==> config.mk <==
export PLATFORM = sky130hd
export DESIGN_NAME = mem_arbiter
export DESIGN_NICKNAME = d
export VERILOG_FILES = /design/src/rtl/mem_arbiter.sv
export SDC_FILE = /design/constraint.sdc
export NUM_CORES = 1
export LEC_CHECK = 0
export ABC_AREA = 1
export CAP_MARGIN = 15
export CORE_MARGIN = 2
export CORE_UTILIZATION = 43
export DETAILED_ROUTE_END_ITERATION = 10
export PLACE_DENSITY = 0.92
export SLEW_MARGIN = 10
export SYNTH_ARGS = -nofsm -noshare
export SYNTH_HDL_FRONTEND = slang
export SYNTH_SLANG_ARGS = --single-unit
==> constraint.sdc <==
create_clock -name clk -period 2.31 [get_ports clk]
set_input_delay 0.3465 -clock clk [delete_from_list [all_inputs] [get_ports clk]]
set_output_delay 0.3465 -clock clk [all_outputs]
set_load 0.02 [all_outputs]
==> src/rtl/mem_arbiter.sv <==
// mem_arbiter: shares one synchronous-read RAM between two masters.
// Accepts a single request at a time, picks the winner round-robin, latches
// its command/address/write data, then drives one RAM access through a
// fixed read latency and returns a one-cycle acknowledge.
//
// Ports:
//   clk, reset            rising-edge clock, synchronous active-high reset
//   req0/1, cmd0/1        request valid and command (01 READ, 10 WRITE)
//   addr0/1, wdata0/1     request address and write data
//   gnt0/1                owner of the memory, ACCESS through DONE
//   ack0/1                one-cycle completion pulse
//   rdata                 read data, valid with ack of a READ, then held
//   busy                  arbiter not idle
//   mem_addr, mem_din     RAM address / write data (latched request fields)
//   mem_write, mem_read   RAM strobes, only ever high in ACCESS
//   mem_dout              RAM read data
module mem_arbiter #(
  parameter int ADDR_W = 9,
  parameter int DATA_W = 16,
  parameter int RD_LAT = 1
) (
  input  logic              clk,
  input  logic              reset,
  input  logic              req0,
  input  logic              req1,
  input  logic [1:0]        cmd0,
  input  logic [1:0]        cmd1,
  input  logic [ADDR_W-1:0] addr0,
  input  logic [ADDR_W-1:0] addr1,
  input  logic [DATA_W-1:0] wdata0,
  input  logic [DATA_W-1:0] wdata1,
  output logic              gnt0,
  output logic              gnt1,
  output logic              ack0,
  output logic              ack1,
  output logic [DATA_W-1:0] rdata,
  output logic              busy,
  output logic [ADDR_W-1:0] mem_addr,
  output logic [DATA_W-1:0] mem_din,
  output logic              mem_write,
  output logic              mem_read,
  input  logic [DATA_W-1:0] mem_dout
);

  localparam logic [1:0] CMD_READ  = 2'b01;
  localparam logic [1:0] CMD_WRITE = 2'b10;
  localparam logic [1:0] LAT       = 2'(RD_LAT);

  typedef enum logic [1:0] {S_IDLE, S_ACCESS, S_WAIT, S_DONE} state_t;

  state_t              state;
  state_t              state_nxt;
  logic                owner;
  logic                prio;
  logic [1:0]          cmd_l;
  logic [ADDR_W-1:0]   addr_l;
  logic [DATA_W-1:0]   wdata_l;
  logic [1:0]          cnt;
  logic                valid0;
  logic                valid1;
  logic                win;

  // NONE and the reserved encoding never count as a request.
  assign valid0 = req0 && (cmd0 == CMD_READ || cmd0 == CMD_WRITE);
  assign valid1 = req1 && (cmd1 == CMD_READ || cmd1 == CMD_WRITE);

  // Contention is settled by prio; a lone valid requester always wins.
  assign win = (valid0 && valid1) ? prio : valid1;

  always_comb begin
    state_nxt = state;
    case (state)
      S_IDLE:   if (valid0 || valid1) state_nxt = S_ACCESS;
      S_ACCESS: state_nxt = (cmd_l == CMD_WRITE) ? S_DONE : S_WAIT;
      S_WAIT:   if (cnt == 2'd1) state_nxt = S_DONE;
      S_DONE:   state_nxt = S_IDLE;
      default:  state_nxt = S_IDLE;
    endcase
  end

  always_ff @(posedge clk) begin
    if (reset) begin
      state   <= S_IDLE;
      owner   <= 1'b0;
      prio    <= 1'b0;
      cmd_l   <= '0;
      addr_l  <= '0;
      wdata_l <= '0;
      cnt     <= '0;
      rdata   <= '0;
    end else begin
      state <= state_nxt;
      case (state)
        S_IDLE: begin
          if (valid0 || valid1) begin
            owner <= win;
            if (win) begin
              cmd_l   <= cmd1;
              addr_l  <= addr1;
              wdata_l <= wdata1;
            end else begin
              cmd_l   <= cmd0;
              addr_l  <= addr0;
              wdata_l <= wdata0;
            end
          end
        end
        S_ACCESS: begin
          if (cmd_l == CMD_READ) cnt <= LAT;
        end
        S_WAIT: begin
          cnt <= cnt - 2'd1;
          // Last wait cycle: RAM output now reflects the presented address.
          if (cnt == 2'd1) rdata <= mem_dout;
        end
        S_DONE: begin
          // Hand priority to the other side whether or not it is asking.
          prio <= ~owner;
        end
        default: ;
      endcase
    end
  end

  assign busy      = (state != S_IDLE);
  assign gnt0      = busy && !owner;
  assign gnt1      = busy && owner;
  assign ack0      = (state == S_DONE) && !owner;
  assign ack1      = (state == S_DONE) && owner;
  assign mem_addr  = addr_l;
  assign mem_din   = wdata_l;
  assign mem_write = (state == S_ACCESS) && (cmd_l == CMD_WRITE);
  assign mem_read  = (state == S_ACCESS) && (cmd_l == CMD_READ);

endmodule

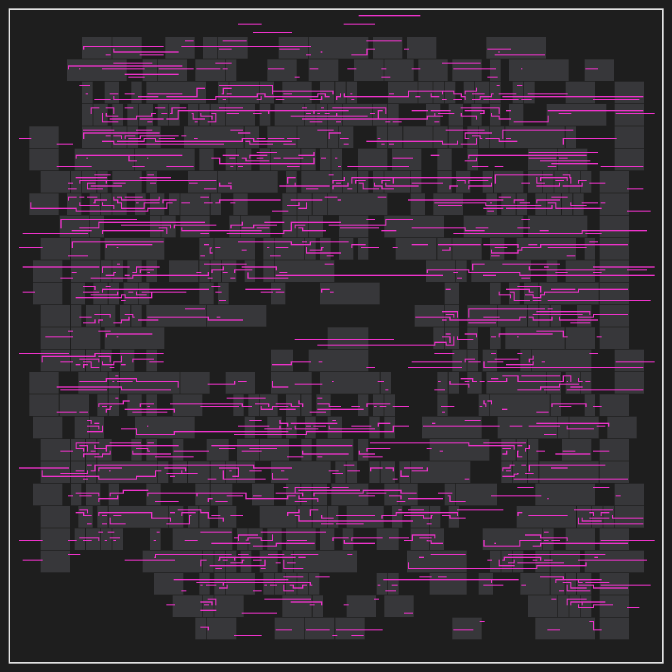
(images/layer_met1.png)
nets with wire on the layer	491
longest straight run	20.7 um
main direction	horizontal

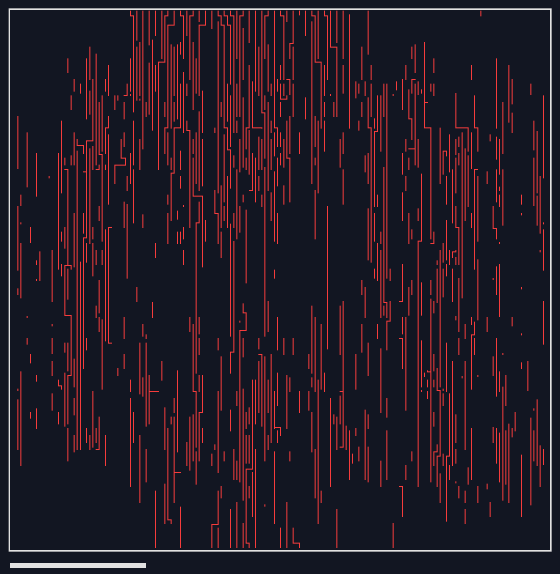
(images/layer_met2.png)
Bar = 20 um.
wire length on this layer	3480 um
main direction	vertical

==> run notes <==
Implementation run completed; key figures follow.

Power and ir drop:
- The design draws 0.00313 W.
- The run gives the power density of the placed cells as 836 nW/um^2.
- The dominant power group in this design is combinational logic.
- The run puts the reported combinational group power at 0.00148 W.
- Per report_power, the Clock row totals 0.000494 W.
- Sequential cells consume a total of around 0.0012 W.

Drt:
- The run gives the post-route antenna net violation count as 0.
- The run puts the number of vias in the routed layout at about 2700.
- The run puts the detailed-route vias per instance at 4.79.
- The run gives the final routed DRC violation total as 0.
- The routed design uses between 400 and 500 um of met3 wire.
- After detailed routing, the average wire length per cell comes to 12.3 um.

Cells and area:
- The run gives the inverter count as roughly 70.
- The run gives the area overhead of the layout relative to synthesis as 53.1%.
- 0 antenna diodes ended up in the layout.
- The run gives the layout cell share with drive strength beyond 1 as 4.55%.
- The run gives the most frequent standard cell in the layout excluding fill and tap cells as sky130_fd_sc_hd__clkdlybuf4s50_1.
- The final layout contains 561 nets.
- Per the area breakdown, the dominant cell category is buffers.
- The run puts the layout sequential cell count at 49.
- The library cells used most frequently in the layout, excluding fill and tap cells, are sky130_fd_sc_hd__clkdlybuf4s50_1 (121), sky130_fd_sc_hd__nand2_1 (71), sky130_fd_sc_hd__inv_1 (68), sky130_fd_sc_hd__nand3_1 (59), sky130_fd_sc_hd__dfxtp_1 (48).
- The layout has 126 buffers outside the clock class.
- The run puts the combined area of the multi-input logic cells at 1070 um^2.
- After the flow finishes, the layout carries non-filler instances totaling around 560.
- For this run, combinational gates with multiple inputs come to 230.
- The run puts the fraction of area in clock buffers and inverters at 2.31%.

Final timing:
- The run gives the setup-violating endpoint count in the final report as 0.
- The run gives the share of the cycle needed by the critical path after routing as between 90 and 100%.
- The run puts the worst slew margin relative to its limit at 64.0%.
- The run puts the post-route clock skew at 0.00592 ns.
- Per the final timing report, the hold violations number 0.
- The highest clock rate this design can be run at is between 0.4 and 0.5 GHz.
- The worst path meets setup with about 0.17 ns of slack.
- The run puts the tightest hold margin at roughly 0.47 ns.
- The run puts the slew at the pin closest to its max-slew limit at 0.538 ns.
- The run puts the final sum of negative setup slack at 0 ns.

Yosys:
- In this run, synthesis inferred 0 flip-flops with an integrated enable.
- Summing all multiplexer cells gives an area fraction of 0%.
- The run gives the simple-gate share of the synthesized area as roughly 31%.
- According to the Yosys statistics, the synthesized design has a chip area of 2440 um^2.
- Counting the warning lines in the Yosys log gives 0.
- Per the post-synthesis report, the number of cells in the design is 368.
- The run gives the portion of synthesized cell area occupied by the leading cell type as 40.1%.
- The run gives the adder-cell share of the synthesized area as 2.56%.
- The run gives the register share after synthesis as 40.1%.
- The run gives the post-synthesis xor/xnor area fraction as 0%.
- The run gives the synthesized netlist net count as 447.
- The run puts the count of unique library cells instantiated by Yosys at 21.

Clock network:
- The run gives the post-CTS setup buffer count as 0.
- The run gives the number of buffers inserted by hold repair at cts as 0.
- The run puts the total clock buffers created by CTS at 5.
- The run gives the number of instances resized during post-cts repair as 0.
- The run gives the number of sinks driven by the clock tree as 49.

Worst setup path:
- The run gives the destination of the critical timing path as gnt1.
- The timing report shows that the slowest cell on the worst path is sky130_fd_sc_hd__clkdlybuf4s50_1.
- The arrival time of data at the worst endpoint is listed as 1.80 ns.
- For reference, the critical path is launched at state[1]$_SDFFE_PP0P_.
- The kind of cell with the highest combined delay along the critical path is buffers and inverters.
- The run gives the worst path buffer plus inverter count as 2.
- The run puts the instance count on the critical path at 4.
- Logic depth along the worst register-to-register path is recorded as 6.
- The run gives the category of the most critical setup path as reg -> out.
- The run puts the internal reg-to-reg setup slack at 0.53 ns.

GRT:
- The run gives the global-route wire length before repair as ~11000 um.
- The run puts the initial antenna violation count at 0.
- The via count of the first global-routing pass came to 2413.
- Entering global routing, the biggest net connects 31 pins.
- Global routing used 21.3% of the available tracks.
- The run puts the met3 global-route usage at between 5 and 6%.
- The run gives the remaining global-route overflow as 0.
- For met1 alone, demand over resource in global routing was 23.4%.

Status:
- The flow ran to the end, and the final reports show no timing, DRC or antenna violations.

Floorplan:
- In this run the horizontal extent of the chip is 79.4 um.
- The run puts the height of the die at 79.4 um.

Placed design:
- The run puts the total instance count after detailed placement at 547.
- During placement, the flow inserted port buffers numbering around 120.
- For this run the detailed placement stage logged an HPWL of 5090 um.
- The placement stage leaves a total instance area of approximately 3700 um^2.
- The final weighted congestion recorded by global placement is roughly 0.77.

Worst hold path:
- The startpoint identified for the worst hold timing path is cnt[0]$_SDFFE_PP0P_.
- The run gives the path type of the worst min-delay path as reg -> reg.

Run:
- The run gives the number of warnings in the stage logs as 30.
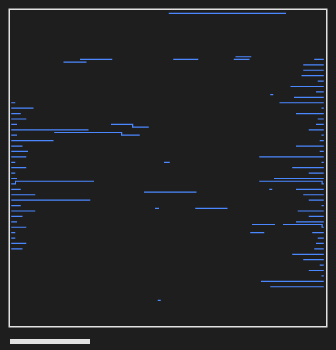
(images/layer_met3.png)
Bar = 20 um.
share of all routed wire	6.9%
main direction	horizontal
nets with wire on the layer	81
wire length on this layer	467 um

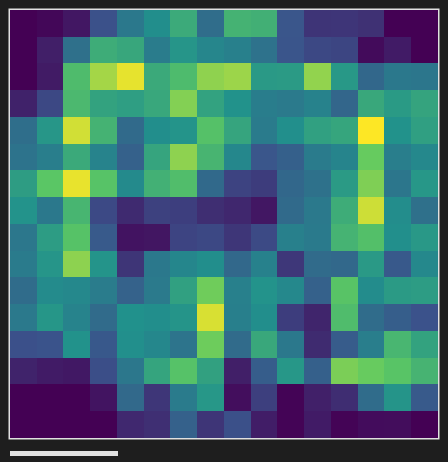
(images/metal_density.png)
Bar = 20 um. 16 x 16 tiles, from dark purple (low) to yellow (high), scaled to the fullest tile. Values are wire area over tile area, all layers added.
mean over tiles	0.18
tiles over half the peak	35%
emptiest ninth of the die	lower left
fullest tile	0.43
nearly empty tiles	7.0%

Power figures rest on the tool's default switching activity, not on a simulated workload.
